sizes.png
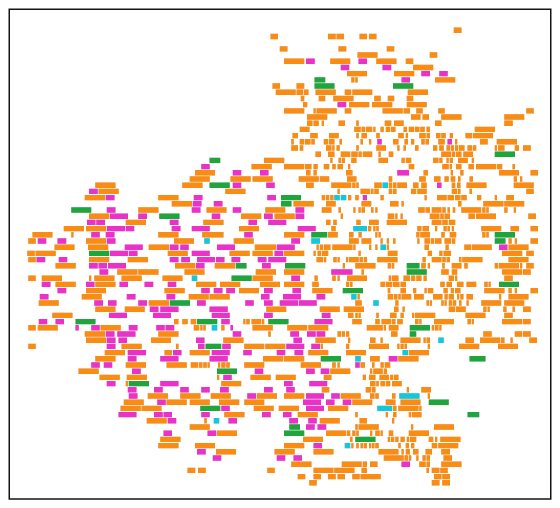
placement_by_type.png
Scale bar: 50 microns. Fill, decap, tap and diode cells in grey.
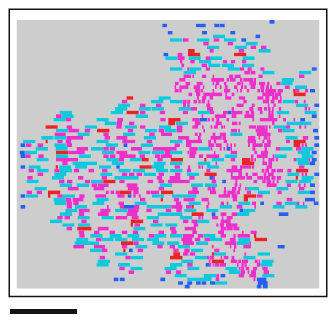
clocks.png
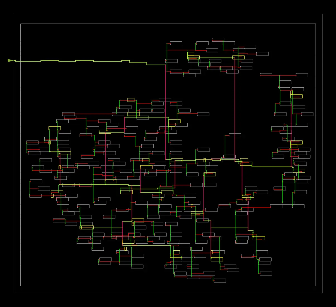
==> src/rtl/wavelet_filter_bank.sv <==
// wavelet_filter_bank
//   One delay line feeding NUM_FILTERS dyadic Haar-wavelet filters. Filter f
//   spans BASE_TAPS<<f taps: the newer half is added, the older half is
//   subtracted. A single shared accumulator evaluates the enabled filters
//   one at a time, lowest index first, after every new sample.
//
// Ports
//   clk            system clock
//   i_rst_n        asynchronous active-low reset
//   i_value        signed sample, captured when a data-clock edge is detected
//   i_data_clk     sample strobe, asynchronous to clk (rising edge = new sample)
//   i_enable_mask  per-filter enable, latched once per sample in LOAD
//   i_ready        downstream ready
//   o_sum          signed filter result
//   o_filter_id    index of the filter whose result is on o_sum
//   o_valid        result valid
//   o_busy         high whenever the FSM is not in IDLE
//   o_overrun      sticky: a sample arrived while the pending buffer was full
//
// Handshake: a result transfers on every rising clk edge where o_valid and
// i_ready are both high. While o_valid is high and i_ready is low, o_sum and
// o_filter_id hold their values; o_valid never drops without a transfer
// (except on reset).
module wavelet_filter_bank #(
    parameter int BITS_PER_ELEM = 8,
    parameter int NUM_FILTERS   = 4,
    parameter int BASE_TAPS     = 2,
    parameter int MAX_TAPS      = 16,
    parameter int ACC_BITS      = 32,
    localparam int FID_W        = (NUM_FILTERS > 1) ? $clog2(NUM_FILTERS) : 1
) (
    input  logic                     clk,
    input  logic                     i_rst_n,
    input  logic [BITS_PER_ELEM-1:0] i_value,
    input  logic                     i_data_clk,
    input  logic [NUM_FILTERS-1:0]   i_enable_mask,
    input  logic                     i_ready,
    output logic [ACC_BITS-1:0]      o_sum,
    output logic [FID_W-1:0]         o_filter_id,
    output logic                     o_valid,
    output logic                     o_busy,
    output logic                     o_overrun
);

    localparam int IDX_W = (MAX_TAPS > 1) ? $clog2(MAX_TAPS) : 1;
    localparam int LEN_W = $clog2(MAX_TAPS + 1);

    typedef enum logic [1:0] {
        IDLE = 2'd0,
        LOAD = 2'd1,
        CALC = 2'd2,
        OUT  = 2'd3
    } state_t;

    state_t                     state;
    logic                       sync1, sync2, sync_prev;
    logic                       edge_det;
    logic                       pending_full;
    logic [BITS_PER_ELEM-1:0]   pending_val;
    logic [BITS_PER_ELEM-1:0]   taps [MAX_TAPS];
    logic [NUM_FILTERS-1:0]     mask_q;
    logic [FID_W-1:0]           cur_f;
    logic [IDX_W-1:0]           tap_idx;
    logic [ACC_BITS-1:0]        acc;

    logic [LEN_W-1:0]           cur_len;
    logic [LEN_W-1:0]           tap_k;
    logic                       is_upper;
    logic                       is_last;
    logic [BITS_PER_ELEM-1:0]   cur_tap;
    logic [ACC_BITS-1:0]        tap_ext;
    logic [ACC_BITS-1:0]        next_acc;
    logic                       first_found, next_found;
    logic [FID_W-1:0]           first_f, next_f;

    assign edge_det = sync2 & ~sync_prev;
    assign o_busy   = (state != IDLE);

    // Current filter geometry: taps below half the length are added.
    assign cur_len  = LEN_W'(BASE_TAPS) << cur_f;
    assign tap_k    = LEN_W'(tap_idx);
    assign is_upper = (tap_k >= (cur_len >> 1));
    assign is_last  = (tap_k == (cur_len - LEN_W'(1)));
    assign cur_tap  = taps[tap_idx];
    assign tap_ext  = {{(ACC_BITS-BITS_PER_ELEM){cur_tap[BITS_PER_ELEM-1]}}, cur_tap};
    assign next_acc = is_upper ? (acc - tap_ext) : (acc + tap_ext);

    // Lowest enabled filter in the incoming mask, and the next enabled
    // filter above the current one in the latched mask.
    always_comb begin
        first_found = 1'b0;
        first_f     = '0;
        next_found  = 1'b0;
        next_f      = '0;
        for (int f = NUM_FILTERS - 1; f >= 0; f--) begin
            if (i_enable_mask[f]) begin
                first_found = 1'b1;
                first_f     = FID_W'(f);
            end
            if (mask_q[f] && (f > int'(cur_f))) begin
                next_found = 1'b1;
                next_f     = FID_W'(f);
            end
        end
    end

    // Strobe synchroniser, pending buffer and overrun flag. LOAD empties the
    // buffer, so an edge landing in LOAD refills it without an overrun.
    always_ff @(posedge clk or negedge i_rst_n) begin
        if (!i_rst_n) begin
            sync1        <= 1'b0;
            sync2        <= 1'b0;
            sync_prev    <= 1'b0;
            pending_full <= 1'b0;
            pending_val  <= '0;
            o_overrun    <= 1'b0;
        end else begin
            sync1     <= i_data_clk;
            sync2     <= sync1;
            sync_prev <= sync2;
            if (edge_det && (!pending_full || state == LOAD)) begin
                pending_full <= 1'b1;
                pending_val  <= i_value;
            end else begin
                if (edge_det) begin
                    o_overrun <= 1'b1;
                end
                if (state == LOAD) begin
                    pending_full <= 1'b0;
                end
            end
        end
    end

    // Main FSM: delay line, shared accumulator and registered result port.
    always_ff @(posedge clk or negedge i_rst_n) begin
        if (!i_rst_n) begin
            state       <= IDLE;
            for (int k = 0; k < MAX_TAPS; k++) begin
                taps[k] <= '0;
            end
            mask_q      <= '0;
            cur_f       <= '0;
            tap_idx     <= '0;
            acc         <= '0;
            o_sum       <= '0;
            o_filter_id <= '0;
            o_valid     <= 1'b0;
        end else begin
            case (state)
                IDLE: begin
                    // A fresh edge is captured into the buffer this cycle,
                    // so LOAD can start straight away.
                    if (pending_full || edge_det) begin
                        state <= LOAD;
                    end
                end
                LOAD: begin
                    for (int k = MAX_TAPS - 1; k > 0; k--) begin
                        taps[k] <= taps[k-1];
                    end
                    taps[0] <= pending_val;
                    mask_q  <= i_enable_mask;
                    cur_f   <= first_f;
                    tap_idx <= '0;
                    acc     <= '0;
                    state   <= first_found ? CALC : IDLE;
                end
                CALC: begin
                    acc     <= next_acc;
                    tap_idx <= tap_idx + IDX_W'(1);
                    if (is_last) begin
                        o_sum       <= next_acc;
                        o_filter_id <= cur_f;
                        o_valid     <= 1'b1;
                        state       <= OUT;
                    end
                end
                OUT: begin
                    if (o_valid && i_ready) begin
                        o_valid <= 1'b0;
                        if (next_found) begin
                            cur_f   <= next_f;
                            tap_idx <= '0;
                            acc     <= '0;
                            state   <= CALC;
                        end else begin
                            state <= IDLE;
                        end
                    end
                end
                default: state <= IDLE;
            endcase
        end
    end

endmodule

==> config.mk <==
export PLATFORM = sky130hd
export DESIGN_NAME = wavelet_filter_bank
export DESIGN_NICKNAME = d
export VERILOG_FILES = /design/src/rtl/wavelet_filter_bank.sv
export SDC_FILE = /design/constraint.sdc
export NUM_CORES = 1
export LEC_CHECK = 0
export ABC_AREA = 0
export CAP_MARGIN = 20
export CORE_ASPECT_RATIO = 0.9
export CORE_MARGIN = 5
export CORE_UTILIZATION = 25
export CTS_BUF_LIST = sky130_fd_sc_hd__clkbuf_8 sky130_fd_sc_hd__clkbuf_16
export CTS_CLUSTER_DIAMETER = 80
export DETAILED_ROUTE_END_ITERATION = 10
export MAX_ROUTING_LAYER = met4
export PLACE_DENSITY = 0.45
export REMOVE_ABC_BUFFERS = 1
export SLEW_MARGIN = 20
export SYNTH_ARGS = -nofsm -noshare
export SYNTH_HDL_FRONTEND = slang
export SYNTH_SLANG_ARGS = --single-unit
export TNS_END_PERCENT = 10
==> constraint.sdc <==
create_clock -name clk -period 6.47 [get_ports clk]
set_input_delay 1.294 -clock clk [delete_from_list [all_inputs] [get_ports clk]]
set_output_delay 1.294 -clock clk [all_outputs]
set_load 0.01 [all_outputs]
==> job_summary.md <==
## Implementation flow summary

| Metric | Value |
|---|---|
| Hold depth | 0 |
| Reg clk slew, reported paths | 0.06 ns |
| Dominant comb cell | multiplexers |
| # port buffers | 52 |
| First-pass GRT wire length | 45430 microns |
| Cell Type Count | 69 |
| Crit path top cell by count | nor2_1 |
| Clock Sinks | 219 |
| Seq cells | 219 |
| WL final | 27670 microns |
| Well tap count | 608 |
| MI comb cells | 682 |
| Logic inverters | 23 |
| Routed wl met2 | 12600 microns |
| And+or+nand+nor area frac | 0.08304 |
| XOR-XNOR Cells, Area Fraction | 0.01890 |
| All-Layer GR Usage | 0.1112 |
| Synth area leaders | dfrtp_1, mux2_2, mux4_2 |
| Yosys stat cell total | 977 |
| Worst R2R Path Depth | 17 |
| DR vias/cell | 4.664 |
| Commonest cells in the netlist | dfrtp_1, mux2_2, nand2_1 |
| Worst path top cell family by delay | simple AND/OR/NAND/NOR gates |
| Detailed placement HPWL | 19260 microns |
| HP Start | sync1 |
| Crit path capture type | flop |
| Initial antenna violation count | 0 |
| Crit share post-route | 0.8684 |
| Vias | 7686 |
| WP buf/inv | 0 |
| WP data arrival | 6.04 ns |
| H-tree Lvls | 1 |
| Max FO, Critical Path | 21 |
| Ys flops | 219 |
| R2r setup slk | 0.85 ns |
| Slowest Stage Delay on Critical Path | 0.79 ns |
| YS chip area | 11590 sq um |
| Syn Std Cell Area | 11590 sq um |
| Final setup TNS | 0 ns |
| Top sig layer | met4 |
| Met3 wire length | 972 microns |
| Longest Clk Path Bufs | 3 |
| Outcome | completed |
| Worst Hold Class | reg -> reg |
| Min-Delay Endpoint | sync2 |
| Top-count cell post-synth | dfrtp_1 |
| Mapped Cells | 977 |
| YS warnings | 0 |
| Hold_ws | 0.3393 ns |
| Clock-cell share | 0.05931 |
| Post-Layout Cell Count | 1648 |
| Final period demand of the worst path | 5.618 ns |
| Sequential area share after synthesis | 0.4730 |
| Startpoint Class | flop |
| Fin. Hold Viols | 0 |
| Main flop type | dfrtp_1 |
| GP Congestion | 0.8591 |
| Fill cell count | 4666 |
| Critical path class | reg -> reg |
| Vias in the first global route | 7896 |
| Area leader share | 0.4730 |
| Yosys aoi share | 0.1139 |
| RSZ-0062 raised after global routing | false |
| Hold Buf Count CTS | 0 |
| Max_slew headroom | 0.2761 |
| DRT iter0 DRCs | 362 |
| Post-cts repair resize count | 0 |
| Drt first pass iters | 4 |
| Crit-path cells | mux4_1 -> mux4_2 -> or3_4 -> nor2_8 -> nand3_1 -> ha_1 -> nor2_1 -> nor2_1 -> ha_1 -> a21o_1 -> a211o_1 -> nor2_1 -> a21oi_1 -> a2111oi_2 -> nor3_1 -> or3_1 -> a32o_1 |
| GR peak layer | met2 |
| Flop area | 5482 sq um |
| Routed WL per cell | 16.79 microns |
| Remaining Overflow, GRT | 0 |
| Met3 Usage GRT | 0.02019 |
| Dpl ws | 0.8161 ns |
| Post-DRT Antenna Nets | 0 |
| Placed insts | 1600 |
| RR Endpoint | acc[30] |
| DR DRC count | 0 |
| Comb area share | 0.4269 |
## Picture notes: sizes.png
Green marks _6 and larger, cells 38, most used clkbuf_16. Magenta marks _2 cells, cells 194, most used mux2_2. Orange marks _0 and _1 cells, cells 789, most used dfrtp_1. Cyan marks _3 and _4 cells, cells 18, most used buf_4.
Area Growth Syn to Fin: 17.61%
Non-clock buffers: 68
final critical-path setup slack: 0.8516 ns
Post-Layout Inst Area: 13630 sq um

## Picture notes: placement_by_type.png
Blue marks remaining buffers and delay cells, cells 68, share of their area 5.2%. Magenta marks combinational and other logic, cells 705, share of their area 46%. Red marks clock drivers and dummy loads, cells 47, share of their area 6.3%. Cyan marks sequential cells, cells 219, share of their area 43%.
std cell rows: 74
flop share of the area: 0.4022
Layout Utilization: 0.2986
CORE AREA: 45650 sq um

## Picture notes: clocks.png
clk latency late pin: 0.54 ns
Setup Skew: 0.01125 ns
total CTS buffers: 26

[worst max-delay path by stage]
stage / end / from
floorplan: acc[30] / tap_idx[0]
detailed placement: acc[30] / tap_idx[0]
global route: acc[30] / tap_idx[0]
CTS: acc[30] / tap_idx[0]
finish: acc[30] / tap_idx[0]
global placement: acc[30] / tap_idx[0]
[state kept, by name, indices dropped and copies added (netlist names), 2 cells and up]
signal / cells
acc: 32
cur_f: 2
mask_q: 3
o_filter_id: 2
o_sum: 32
pending_val: 8
state: 2
tap_idx: 4
taps: 128
